Figure 1. Pin placement (run 1).
(4 px per um) Pins as bars across the die edge, other pins in gray.
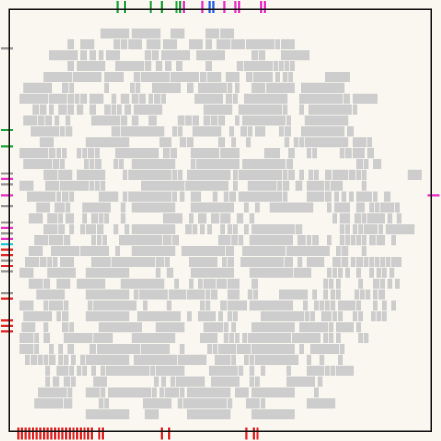
Figure 2. Metal layers overlaid (run 1).
(3 px per um)
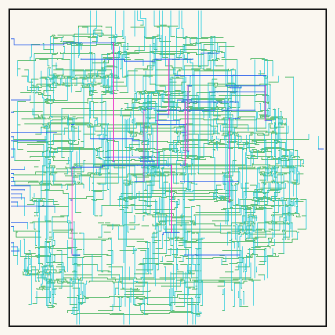
Figure 3. The clock network (run 1).
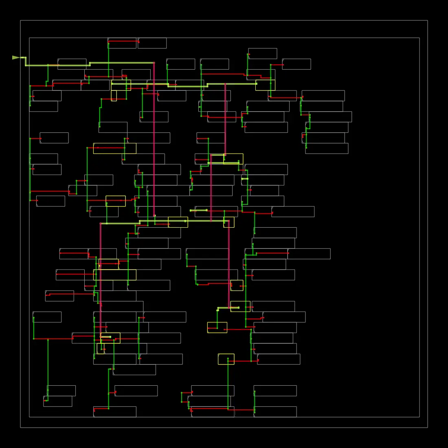
--- src/rtl/psum_accumulator.sv ---
// Adder-side depacketizer: gathers one psum per PE for the current output neurone,
// integrates it into that neurone's membrane potential, thresholds it and emits the result.
module psum_accumulator #(
    parameter int unsigned WIDTH      = 35,
    parameter logic [2:0]  ADDER_ADDR = 3'b000,
    parameter int unsigned NUM_PE     = 3,
    parameter int unsigned NUM_OUT    = 3,
    parameter int unsigned VW         = 12,
    parameter int unsigned THRESHOLD  = 64
) (
    input  logic             clk,
    input  logic             rst,
    input  logic             in_valid,
    output logic             in_ready,
    input  logic [WIDTH-1:0] in_packet,
    output logic             out_valid,
    input  logic             out_ready,
    output logic             out_spike,
    output logic [VW-1:0]    out_vmem,
    output logic [1:0]       out_idx,
    output logic [7:0]       out_tstep,
    output logic             err_dest,
    output logic             err_src,
    output logic             err_dup
);

    localparam int unsigned SW = VW + 2;

    localparam logic [1:0] COLLECT = 2'd0;
    localparam logic [1:0] SUM     = 2'd1;
    localparam logic [1:0] OUTPUT  = 2'd2;

    logic [1:0]        state;
    logic [1:0]        state_nxt;
    logic [NUM_PE-1:0] mask;
    logic [NUM_PE-1:0] src_hot;
    logic [7:0]        psum [NUM_PE];
    logic [VW-1:0]     vmem [NUM_OUT];
    logic [1:0]        idx;
    logic [7:0]        tstep;

    logic [2:0]        dest;
    logic [2:0]        src;
    logic [7:0]        data;
    logic              xfer;
    logic              dest_bad;
    logic              src_bad;
    logic              dup;
    logic              accept;
    logic              complete;
    logic [VW-1:0]     v_cur;
    logic [SW-1:0]     sum;
    logic [VW-1:0]     v_sat;
    logic [VW-1:0]     v_new;
    logic              spike;
    logic              unused_bits;

    assign dest        = in_packet[WIDTH-1 -: 3];
    assign src         = in_packet[WIDTH-4 -: 3];
    assign data        = in_packet[7:0];
    assign unused_bits = ^in_packet[WIDTH-7:8];

    // Ready must follow the state combinationally so the handshake closes in the same cycle.
    assign in_ready = (state == COLLECT) && !rst;
    assign xfer     = in_valid && in_ready;

    // Packet classification; an out-of-range src leaves src_hot empty.
    always_comb begin
        src_hot = '0;
        dup     = 1'b0;
        for (int unsigned i = 0; i < NUM_PE; i++) begin
            if (32'(src) == i + 1) begin
                src_hot[i] = 1'b1;
                dup        = mask[i];
            end
        end
        dest_bad = (dest != ADDER_ADDR);
        src_bad  = (src_hot == '0);
        accept   = xfer && !dest_bad && !src_bad && !dup;
        complete = accept && ((mask | src_hot) == {NUM_PE{1'b1}});
    end

    // Membrane update with saturation before the threshold test.
    always_comb begin
        v_cur = '0;
        for (int unsigned i = 0; i < NUM_OUT; i++) begin
            if (idx == 2'(i)) v_cur = vmem[i];
        end
        sum = SW'(v_cur);
        for (int unsigned i = 0; i < NUM_PE; i++) begin
            sum = sum + SW'(psum[i]);
        end
        v_sat = (sum > SW'({VW{1'b1}})) ? {VW{1'b1}} : sum[VW-1:0];
        spike = (v_sat >= VW'(THRESHOLD));
        v_new = spike ? (v_sat - VW'(THRESHOLD)) : v_sat;
    end

    always_comb begin
        state_nxt = state;
        case (state)
            COLLECT: if (complete) state_nxt = SUM;
            SUM:     state_nxt = OUTPUT;
            OUTPUT:  if (out_ready) state_nxt = COLLECT;
            default: state_nxt = COLLECT;
        endcase
    end

    always_ff @(posedge clk) begin
        if (rst) state <= COLLECT;
        else     state <= state_nxt;
    end

    always_ff @(posedge clk) begin
        if (rst) begin
            mask      <= '0;
            idx       <= 2'd0;
            tstep     <= 8'd0;
            out_valid <= 1'b0;
            out_spike <= 1'b0;
            out_vmem  <= '0;
            out_idx   <= 2'd0;
            out_tstep <= 8'd0;
            err_dest  <= 1'b0;
            err_src   <= 1'b0;
            err_dup   <= 1'b0;
            for (int unsigned i = 0; i < NUM_PE; i++) psum[i] <= 8'd0;
            for (int unsigned i = 0; i < NUM_OUT; i++) vmem[i] <= '0;
        end else begin
            err_dest <= xfer && dest_bad;
            err_src  <= xfer && !dest_bad && src_bad;
            err_dup  <= xfer && !dest_bad && !src_bad && dup;
            if (accept) begin
                for (int unsigned i = 0; i < NUM_PE; i++) begin
                    if (src_hot[i]) begin
                        psum[i] <= data;
                        mask[i] <= 1'b1;
                    end
                end
            end
            case (state)
                SUM: begin
                    out_valid <= 1'b1;
                    out_spike <= spike;
                    out_vmem  <= v_new;
                    out_idx   <= idx;
                    out_tstep <= tstep;
                    for (int unsigned i = 0; i < NUM_OUT; i++) begin
                        if (idx == 2'(i)) vmem[i] <= v_new;
                    end
                end
                OUTPUT: begin
                    if (out_ready) begin
                        out_valid <= 1'b0;
                        mask      <= '0;
                        if (idx == 2'(NUM_OUT - 1)) begin
                            idx   <= 2'd0;
                            tstep <= tstep + 8'd1;
                        end else begin
                            idx <= idx + 2'd1;
                        end
                    end
                end
                default: ;
            endcase
        end
    end

endmodule

--- config.mk ---
export PLATFORM = sky130hd
export DESIGN_NAME = psum_accumulator
export DESIGN_NICKNAME = d
export VERILOG_FILES = /design/src/rtl/psum_accumulator.sv
export SDC_FILE = /design/constraint.sdc
export NUM_CORES = 1
export LEC_CHECK = 0
export ABC_AREA = 1
export CAP_MARGIN = 25
export CORE_MARGIN = 2
export CORE_UTILIZATION = 50
export DETAILED_ROUTE_END_ITERATION = 8
export PLACE_DENSITY_LB_ADDON = 0.2
export SYNTH_ARGS = -nofsm -noshare
export SYNTH_HDL_FRONTEND = slang
export SYNTH_SLANG_ARGS = --single-unit
--- constraint.sdc ---
create_clock -name clk -period 7.6 [get_ports clk]
set_input_delay 2.28 -clock clk [delete_from_list [all_inputs] [get_ports clk]]
set_output_delay 2.28 -clock clk [all_outputs]
set_load 0.03 [all_outputs]
==> CHANGELOG.md, run 1 <==
### Changed

- Status: complete, no violations
- Largest fanout on the critical path: 17
- Pre-CTS setup slack: approximately 1.3 ns
- Flip-flops with a built-in enable: roughly 60
- Area post-placement: about 0.0057 mm^2
- Largest net degree at the start of global routing: 36
- Final clock-cell share: ~3.7%
- #FFs+latches synth: 102
- Core Region: 0.00986 mm^2
- Largest delay contributor family on the critical path: buffers and inverters
- Worst-path clk slew: approximately 0.090 ns
- Avg Vias per Cell: a little over 5
- Hold WS: about 0.48 ns
- H-tree depth: 3
- Headroom to the max-slew limit: 41.1%
- CP arrival: 4.00 ns
- Antenna violations before repair: 0
- Non-clock buffer share: 8.10%
- Depth of the worst register-to-register path: 27
- Antenna Violating Nets Remaining: 0
- DRC: 0
- RR Startpoint: idx[0]
- Total power: roughly 1.2 mW
- Hold Crit Start: mask[0]
- Mapped Avg Cell Area: 9.04 um^2
- Stages on worst setup path: 4
- DP HPWL: between 7000 and 8000 um
- Maximum operating frequency: 0.159 GHz
- Cell Type Count: 37
- First drt pass iteration count: 5
- Worst Path Required: between 5 and 6 ns
- Top Layout Cells: 107 x nand2_1, 107 x inv_1, 60 x nor2_1, 60 x edfxtp_1, 45 x clkdlybuf4s50_1
- Setup TNS: 0 ns
- Static leakage: 2.67 nW
- Seq share, synth: about half
- CP peak stage delay: 0.76 ns
- Worst IR Drop VDD: approximately 0.00012 V
- DP Cell Count: about 740
- Overflow after GRT: 0
- Reg2reg end: vmem[0][34]
- WL met2: 5050 um
- Worst setup margin: 1.32 ns
- Clock Path Buffers: 2
- Combinational gate area: about 0.0020 mm^2
- Routability cong.: approximately 0.87
- Synth cell count leaders: 107 x inv_1, 107 x nand2_1, 60 x edfxtp_1, 60 x nor2_1, 42 x dfxtp_1
- Worst Setup SP: rst
- Largest Register: vmem
- Post-layout util: between 60% and 70%
- Max-cap violation count: 0
- #MultiIn Comb: approximately 340
- Setup CP Type: input pin to primary output
- Register Area: ~0.0026 mm^2
- Startpoint Class: input pin
- Fin crit share: 82.6%
- Hold WC Path Type: register to register
- Worst-margin pin slew: 0.874 ns
- Met1 wire length: roughly 4800 um
- Crit-path slowest cell: clkdlybuf4s50_1
- Area grow syn2layout: 15.9%
- Die Size: between 0.01 and 0.015 mm^2
- Post-CTS Setup Inserts: 0
- Post-route cell area: ~0.0059 mm^2
- CTS tree: done
- DR iter-0 viols: approximately 260
- Fillers: around 850
- Core Util at FP: ~52%
- Final Hold Fails: 0
- Non-clk invs: 110
- Layout cells sized above 1: 6.29%
- IO Pins: 67
- Gr busiest metal: met2
- Hold-fix buffers, CTS: 0
Back to the opening pictures, Figure 1:
- green: out_tstep (pins 8; direction output; edge 6 top, 2 left)
- magenta: out_vmem (pins 12; direction output; edge 7 top, 4 left, 1 right)
- red: in_packet (pins 35; direction input; edge 28 bottom, 7 left)
- blue: out_idx (pins 2; direction output; edge top)
- cyan: err_dest (pins 1; direction output; edge left)
- all pins by edge: 28 bottom, 23 left, 15 top, 1 right
die width: 105 um
I/O Buffers: 45
die height: 105 um

Back to the opening pictures, Figure 2:
- blue: M3 (wire length 445 um)
- green: M1 (wire length 4,770 um)
- magenta: M4 (wire length 233 um)
- cyan: M2 (wire length 5,050 um)
WL per Instance: 13.9 um
Routed Wire Length: 10,500 um
via count: 3,814
Global Route Usage Sum: 20.4%

Back to the opening pictures, Figure 3:
clock sink count: 102
Clk power: 0.368 mW
total CTS buffers: 9

run 1: worst reg2reg max path: cells and delay by family (launching register included):
| kind | cells | cell delay, ns |
|---|---|---|
| and+or+nand+nor | 16 | 2.19 |
| DFF | 1 | 0.51 |
| adders and majority gates | 5 | 1.80 |
| buffers and inverters | 5 | 0.63 |
| AOI/OAI and AO/OA | 1 | 0.20 |
run 1: cells by family after synthesis:
kind of cell	Yosys count	synth area share [%]
DFF	102	51.7
xor gates and xnor gates	5	0.856
adders and majority gates	30	9.69
and+or+nand+nor	233	21.0
AOI/OAI and AO/OA	75	7.71
buffers and inverters	121	9.12
run 1: power by group:
part	leakage (nW)	switching, mW	internal, mW	total [mW]
sequential	0.960	0.00408	0.594	0.598
combinational	1.60	0.128	0.0707	0.199
clock	0.109	0.181	0.187	0.368
total	2.67	0.313	0.852	1.16
Figure 4. Placement density heat map (run 1).
(4 px per um) The die is cut into 11 by 11 equal tiles; black is low, pale yellow is high, 0 to 100% covered.
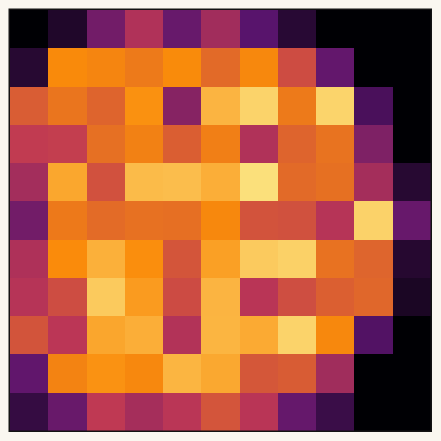

## Run 2: what changed since run 1
==> constraint.sdc (replaced) <==
create_clock -name clk -period 5.3 [get_ports clk]
set_input_delay 1.59 -clock clk [delete_from_list [all_inputs] [get_ports clk]]
set_output_delay 1.59 -clock clk [all_outputs]
set_load 0.03 [all_outputs]
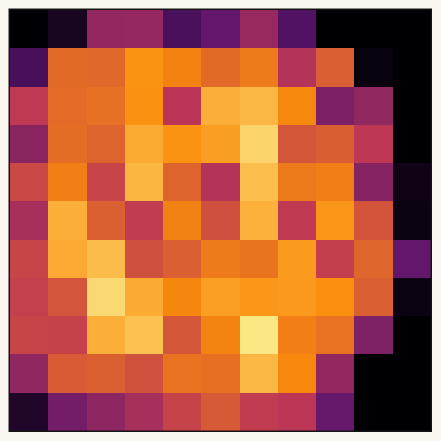
Figure 5: run 2, placement density heat map.
(4 px per um) The die is cut into 11 by 11 equal tiles; black is low, pale yellow is high, 0 to 100% covered.
- mean over tiles: 52%
- fullest tile: 95%
- tiles over 75% full: 22%
- nearly empty tiles: 9.9%
- emptiest ninth of the die: upper right
post-layout util: 60.4%
Core Util at FP: 51.9%
Core Region: 0.00986 mm^2

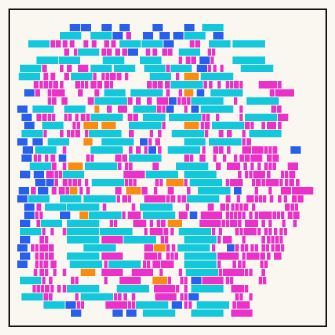
Figure 6: run 2, placed cells, one color a class.
(3 px per um)
- blue: remaining buffers and delay cells (cells 56)
- orange: clock drivers and dummy loads (cells 16)
- cyan: registers (cells 102)
- magenta: remaining logic cells (cells 453)
sequential share of cell area: 44.4%
post-route cell area: 0.00595 mm^2
Core Rows: 36

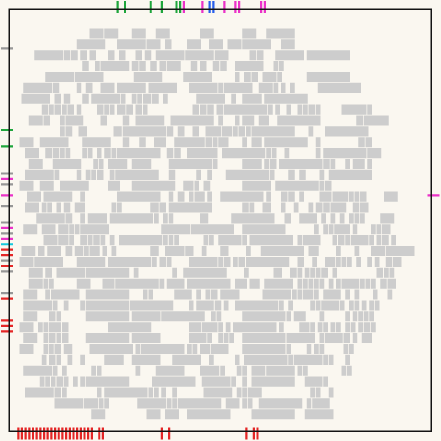
Figure 7: run 2, pin placement.
(4 px per um) Pins as bars across the die edge, other pins in gray.
- blue: out_idx (pins 2; direction output; edge top)
- red: in_packet (pins 35; direction input; edge 28 bottom, 7 left)
- cyan: err_dest (pins 1; direction output; edge left)
- magenta: out_vmem (pins 12; direction output; edge 7 top, 4 left, 1 right)
- green: out_tstep (pins 8; direction output; edge 6 top, 2 left)

==> CHANGELOG.md, run 2 <==
### Changed

- Switch Pwr: 0.483 mW (was 0.313 mW)
- Grt met3 use: 3.43% (was 3.62%)
- Top Layout Cells: 107 x nand2_1, 107 x inv_1, 60 x nor2_1, 60 x edfxtp_1, 45 x clkdlybuf4s50_1 (unchanged)
- Worst-path clk slew: 0.11 ns (was 0.09 ns)
- Top logic family: simple AND/OR/NAND/NOR gates (unchanged)
- Setup TNS: 0 ns (unchanged)
- IO Pins: 67 (unchanged)
- Worst setup margin: 0.346 ns (was 1.32 ns)
- Die height: 105 um (unchanged)
- Hold WS: 0.480 ns (was 0.477 ns)
- Register Area: 0.00265 mm^2 (was 0.00264 mm^2)
- #FFs+latches synth: 102 (unchanged)
- Synth async-reset ratio: 0% (unchanged)
- Setup CP Type: register to register (was input pin to primary output)
- Static leakage: 2.69 nW (was 2.67 nW)
- Flip-flops with a built-in enable: 60 (unchanged)
- Largest delay contributor family on the critical path: adder cells (was buffers and inverters)
- CTS tree: done (unchanged)
- Pre-CTS setup slack: 0.302 ns (was 1.32 ns)
- Hold Crit Start: tstep[7] (was mask[0])
- XORs/XNORs by Area: 0.856% (unchanged)
- Seq share, synth: 51.7% (unchanged)
- Layout cells sized above 1: 7.81% (was 6.29%)
- Crit-path slowest cell: fa_1 (was clkdlybuf4s50_1)
- Avg Vias per Cell: 5.09 (was 5.07)
- Area post-placement: 0.00576 mm^2 (was 0.00571 mm^2)
- I/O Buffers: 45 (unchanged)
- Area grow syn2layout: 16.4% (was 15.9%)
- Cell Type Count: 37 (unchanged)
- DR iter-0 viols: 238 (was 264)
- Total power: 1.62 mW (was 1.16 mW)
- Total CTS buffers: 9 (unchanged)
- Synth cell count leaders: 107 x inv_1, 107 x nand2_1, 60 x edfxtp_1, 60 x nor2_1, 42 x dfxtp_1 (unchanged)
- Top power group: sequential cells (unchanged)
- Headroom to the max-slew limit: 49.6% (was 41.1%)
- Startpoint Class: register (was input pin)
- Clk power: 0.471 mW (was 0.368 mW)
- Combinational gate area: 0.00201 mm^2 (unchanged)
- Post-synthesis simple-gate area fraction: 21.0% (unchanged)
- Die Size: 0.0111 mm^2 (unchanged)
- Synth Area in Compound Gates: 7.71% (unchanged)
- Clock power share: 29.0% (was 31.6%)
- Antenna Violating Nets Remaining: 0 (unchanged)
- Worst IR Drop VDD: 0.000186 V (was 0.000118 V)
- Synthesized-area fraction occupied by adder cells: 9.69% (unchanged)
- Routed Wire Length: 11,100 um (was 10,500 um)
- Cell taking the most area after synthesis: edfxtp_1 (unchanged)
- First drt pass iteration count: 5 (unchanged)
- RR Startpoint: idx[0] (unchanged)
- Crit path time final: a little under 5 ns
- Worst Skew: 0.0178 ns (was 0.00521 ns)
- Routability cong.: 0.798 (was 0.867)
- Fin crit share: between 90% and 100%
- H-tree depth: 3 (unchanged)
- Switching share of power: 29.8% (was 26.9%)
- Via count: 3,865 (was 3,814)
- DRC: 0 (unchanged)
- WL met2: 5500 um (was 5050 um)
- Largest Register: vmem (unchanged)
- Seq pwr share: 52.9% (was 51.3%)
- Hold-fix buffers, CTS: 0 (unchanged)
- Critical path buffer and inverter count: 5 (was 3)
- Hold WC Path Type: register to register (unchanged)
- Final Hold Fails: 0 (unchanged)
- Met1 wire length: 4830 um (was 4770 um)
- Depth of the worst register-to-register path: 27 (unchanged)
- Uppermost layer routed: met4 (unchanged)
- Max-cap violation count: 0 (unchanged)
- Reg2reg end: vmem[0][10] (was vmem[0][34])
- Post-CTS Setup Inserts: 0 (unchanged)
- Mapped Avg Cell Area: 9.04 um^2 (unchanged)
- Gr busiest metal: met2 (unchanged)
- Overflow after GRT: 0 (unchanged)
- Pint: 1.14 mW (was 0.852 mW)
- Worst-margin pin slew: 0.748 ns (was 0.874 ns)
- CP arrival: 5.17 ns (was 4.00 ns)
- Largest net degree at the start of global routing: 36 (unchanged)
- Worst Path Required: 5.51 ns (was 5.32 ns)
- Part of the power in combinational logic: 18.1% (was 17.1%)
- Die width: 105 um (unchanged)
- Status: complete, no violations (unchanged)
- Seq power: 0.858 mW (was 0.598 mW)
- DP Cell Count: 744 (was 737)
- DP HPWL: 8390 um (was 7850 um)
- Antenna violations before repair: 0 (unchanged)
- Multiplexer share: 0% (unchanged)
- Global Route Usage Sum: 21.3% (was 20.4%)
- Fillers: 867 (was 852)
- WL per Instance: 14.6 um (was 13.9 um)
- Clock Path Buffers: 2 (unchanged)
-- run 2: tightest hold or removal path, stage by stage, from the launching register on --
cell	delay [ns]
dfxtp_1	0.32
inv_1	0.07
a21oi_1	0.06
-- run 2: worst max-delay path by stage --
stage	startpoint	end	slack, ns	cells past startpoint
detailed placement	idx[0]	vmem[0][10]	0.30	27
global placement	idx[0]	vmem[0][10]	0.38	27
finish	idx[0]	vmem[0][10]	0.35	27
floorplan	idx[0]	vmem[0][10]	0.97	29
CTS	idx[0]	vmem[0][10]	0.24	27
global route	idx[0]	vmem[0][18]	0.008	27
-- run 2: cell type report --
cell class,count,area share [%]
clock inverters,7,1.11
inverters,110,6.94
multi-input cells,343,33.7
well taps,133,2.80
flip-flops and latches,102,44.4
repair buffers,56,8.95
clock buffers,9,2.08
## Run 3: what changed since run 2
--- a/config.mk
+++ b/config.mk
@@ -11,6 +11,7 @@
 export CORE_UTILIZATION = 50
 export DETAILED_ROUTE_END_ITERATION = 8
 export PLACE_DENSITY_LB_ADDON = 0.2
+export SKIP_LAST_GASP = 1
 export SYNTH_ARGS = -nofsm -noshare
 export SYNTH_HDL_FRONTEND = slang
 export SYNTH_SLANG_ARGS = --single-unit
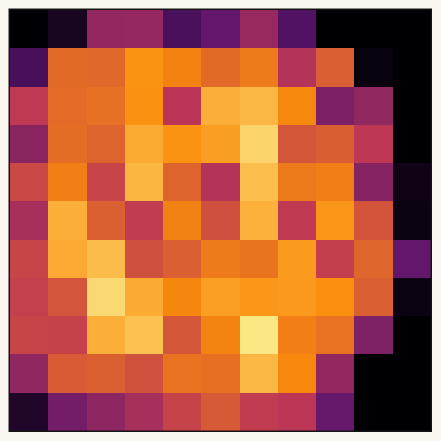
Figure 8: run 3, placement density heat map.
(4 px per um) The die is cut into 11 by 11 equal tiles; black is low, pale yellow is high, 0 to 100% covered.
- fullest tile: 95%
- nearly empty tiles: 9.9%
- mean over tiles: 52%
- tiles over 75% full: 22%

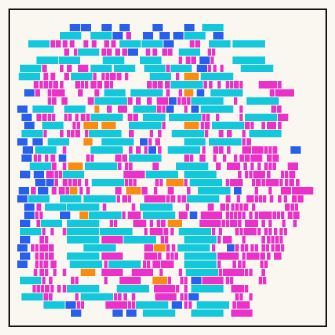
Figure 9: run 3, placed cells, one color a class.
(3 px per um)
- cyan: registers (cells 102)
- blue: remaining buffers and delay cells (cells 56)
- magenta: remaining logic cells (cells 453)
- orange: clock drivers and dummy loads (cells 16)

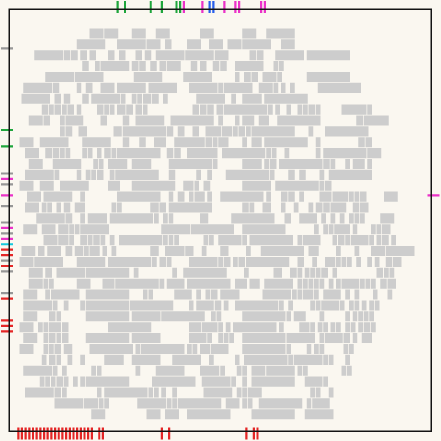
Figure 10: run 3, pin placement.
(4 px per um) Pins as bars across the die edge, other pins in gray.
- green: out_tstep (pins 8; direction output; edge 6 top, 2 left)
- red: in_packet (pins 35; direction input; edge 28 bottom, 7 left)
- blue: out_idx (pins 2; direction output; edge top)
- cyan: err_dest (pins 1; direction output; edge left)
- magenta: out_vmem (pins 12; direction output; edge 7 top, 4 left, 1 right)
- all pins by edge: 28 bottom, 23 left, 15 top, 1 right

==> CHANGELOG.md, run 3 <==
### Changed

- Clock power share: 29.0% (about the same)
- Routed Wire Length: 11,100 um (unchanged)
- DRC: 0 (unchanged)
- # resized after CTS: 0 (unchanged)
- Setup violations, final: 0 (unchanged)
- Antenna violations before repair: 0 (unchanged)
- Core Util at FP: 51.9% (unchanged)
- Max reg flops: 36 (unchanged)
- Clock sink count: 102 (unchanged)
- Top logic family: simple AND/OR/NAND/NOR gates (unchanged)
- Switch Pwr: 0.483 mW (unchanged)
- Most used cell, CP: nand2_1 (unchanged)
- M1 GR Usage: 26.8% (unchanged)
- Chip area in the Yosys report: 0.00511 mm^2 (unchanged)
- H-tree depth: 3 (unchanged)
- Syn Std Cell Area: 0.00511 mm^2 (unchanged)
- Largest Register: vmem (unchanged)
- Crit-path slowest cell: fa_1 (unchanged)
- Worst-margin pin slew: 0.748 ns (unchanged)
- Grt met3 use: 3.43% (unchanged)
- Core Rows: 36 (unchanged)
- Seq share, synth: 51.7% (unchanged)
- Switching share of power: 29.8% (unchanged)
- #FFs+latches synth: 102 (unchanged)
- Area grow syn2layout: 16.4% (unchanged)
- First-pass GRT wire length: 18,300 um (unchanged)
- Cell Pwr Density: 272 mW/mm^2 (unchanged)
- Vias in the first global route: 3,891 (unchanged)
- Part of the power in combinational logic: 18.1% (about the same)
- Synth cell count leaders: 107 x inv_1, 107 x nand2_1, 60 x edfxtp_1, 60 x nor2_1, 42 x dfxtp_1 (unchanged)
- Synth Instances: 566 (unchanged)
- Uppermost layer routed: met4 (unchanged)
- I/O Buffers: 45 (unchanged)
- Met1 wire length: 4830 um (unchanged)
- First drt pass iteration count: 5 (unchanged)
- Cell area leaders: edfxtp_1 35%, dfxtp_1 16%, inv_1 7.9%, nand2_1 7.9%, fa_1 6.3% (unchanged)
- CP arrival: 5.17 ns (about the same)
- Post-layout util: 60.4% (unchanged)
- Inserted Diodes: 0 (unchanged)
- IO Pins: 67 (unchanged)
- Post-route cell area: 0.00595 mm^2 (unchanged)
- Stage-log warning count: 48 (unchanged)
- Pint: 1.14 mW (unchanged)
- Hold-fix buffers, CTS: 0 (unchanged)
- Cell taking the most area after synthesis: edfxtp_1 (unchanged)
- Startpoint Class: register (unchanged)
- Late-Pin Clk Latency: 0.38 ns (about the same)
- Largest net degree at the start of global routing: 36 (unchanged)
- Worst IR Drop VDD: 0.000186 V (unchanged)
- Combinational gate area: 0.00201 mm^2 (unchanged)
- Core Region: 0.00986 mm^2 (unchanged)
- Met2 Use GR: 37.6% (unchanged)
- Post-synthesis simple-gate area fraction: 21.0% (unchanged)
- Root buffer selected by CTS: clkbuf_8 (unchanged)
- Worst Setup End Kind: register (unchanged)
- Final Max Tran Viols: 0 (unchanged)
- Hold WS: 0.480 ns (unchanged)
- Top FF cell, synth: edfxtp_1 (unchanged)
- Total CTS buffers: 9 (unchanged)
- Maximum operating frequency: 0.202 GHz (unchanged)
- Critical Path End: vmem[0][10] (unchanged)
- RSZ-0062 raised after global routing: false (unchanged)
- Worst setup margin: 0.346 ns (unchanged)
- Area post-placement: 0.00576 mm^2 (unchanged)
- Synthesized-area fraction occupied by adder cells: 9.69% (unchanged)
- Net count after synthesis: 635 (unchanged)
- Yosys stat cell total: 566 (unchanged)
- Layout cells sized above 1: 7.81% (unchanged)
- Worst-path clk slew: 0.11 ns (about the same)
- Cell Type Count: 37 (unchanged)
- Worst Setup SP: idx[0] (unchanged)
- Status: complete, no violations (unchanged)
- Area share, top type: 35.2% (unchanged)
- Synth async-reset ratio: 0% (unchanged)
- Top flop regs: vmem x36, psum x24, out_vmem x12 (unchanged)
- Final Hold Fails: 0 (unchanged)
- Setup TNS: 0 ns (unchanged)
- Largest fanout on the critical path: 7 (unchanged)
- Worst Path Required: 5.51 ns (about the same)
- Static leakage: 2.69 nW (unchanged)
- Worst Skew: 0.0178 ns (unchanged)
- Die height: 105 um (unchanged)
- Reg2reg end: vmem[0][10] (unchanged)
- Seq pwr share: 52.9% (about the same)
- Post-CTS Setup Inserts: 0 (unchanged)
- XORs/XNORs by Area: 0.856% (unchanged)
- Stages on worst setup path: 27 (unchanged)
- Mapped Avg Cell Area: 9.04 um^2 (unchanged)
- Nets: 691 (unchanged)
- WL met2: 5500 um (unchanged)
- WHS Path Cells: 2 (unchanged)
- Via count: 3,865 (unchanged)
- Crit path time final: 4.95 ns (unchanged)
- Pre-CTS setup slack: 0.302 ns (unchanged)
- DP HPWL: 8390 um (unchanged)
- Clock Path Buffers: 2 (unchanged)
- Critical path buffer and inverter count: 5 (unchanged)
- Gr busiest metal: met2 (unchanged)
- Ys Warns: 0 (unchanged)
- Multiplexer share: 0% (unchanged)
- Fin crit share: 93.5% (unchanged)
- Routability cong.: 0.798 (unchanged)
- Hold Crit Start: tstep[7] (unchanged)
- Overflow after GRT: 0 (unchanged)
- Die width: 105 um (unchanged)
- WL met3: 594 um (unchanged)
- DR iter-0 viols: 238 (unchanged)
- Setup CP Type: register to register (unchanged)
- Register Area: 0.00265 mm^2 (unchanged)
- Antenna Violating Nets Remaining: 0 (unchanged)
- Top Layout Cells: 107 x nand2_1, 107 x inv_1, 60 x nor2_1, 60 x edfxtp_1, 45 x clkdlybuf4s50_1 (unchanged)
- WL per Instance: 14.6 um (unchanged)
- Avg Vias per Cell: 5.09 (unchanged)
- Max-cap violation count: 0 (unchanged)
- Synth Area in Compound Gates: 7.71% (unchanged)
- Fillers: 867 (unchanged)
- CTS tree: done (unchanged)
- Global Route Usage Sum: 21.3% (unchanged)
- Worst Hold Path EP: out_tstep[7] (unchanged)
- RR Startpoint: idx[0] (unchanged)
- Depth of the worst register-to-register path: 27 (unchanged)
- Hold WC Path Type: register to register (unchanged)
- Largest delay contributor family on the critical path: adder cells (unchanged)
- CP peak stage delay: 0.55 ns (about the same)
- Headroom to the max-slew limit: 49.6% (unchanged)
- Flip-flops with a built-in enable: 60 (unchanged)
- Reg2reg setup slack: 0.35 ns (about the same)
- Die Size: 0.0111 mm^2 (unchanged)
[run 3: cell counts after synthesis]
No cell type changed its count.
[run 3: area by class of cell]
| type | count | area share (%) |
|---|---|---|
| well taps | 133 | 2.80 |
| inverters | 110 | 6.94 |
| multi-input cells | 343 | 33.7 |
| clock inverters | 7 | 1.11 |
| clock buffers | 9 | 2.08 |
| repair buffers | 56 | 8.95 |
| flip-flops and latches | 102 | 44.4 |
[run 3: power by group through the flow]
stage	clock [mW]	sequential, mW	combinational (mW)
floorplan	0	0.876	0.202
global placement	0	0.875	0.284
detailed placement	0	0.876	0.292
CTS	0.481	0.858	0.294
global route	0.509	0.860	0.333
finish	0.471	0.858	0.293
[run 3: through the flow]
stage               cells  power (mW)
detailed placement    744        1.17
global route          760        1.70
CTS                   760        1.63
finish                760        1.62
global placement      744        1.16
floorplan             566        1.08
Power and IR drop assume default switching activity.
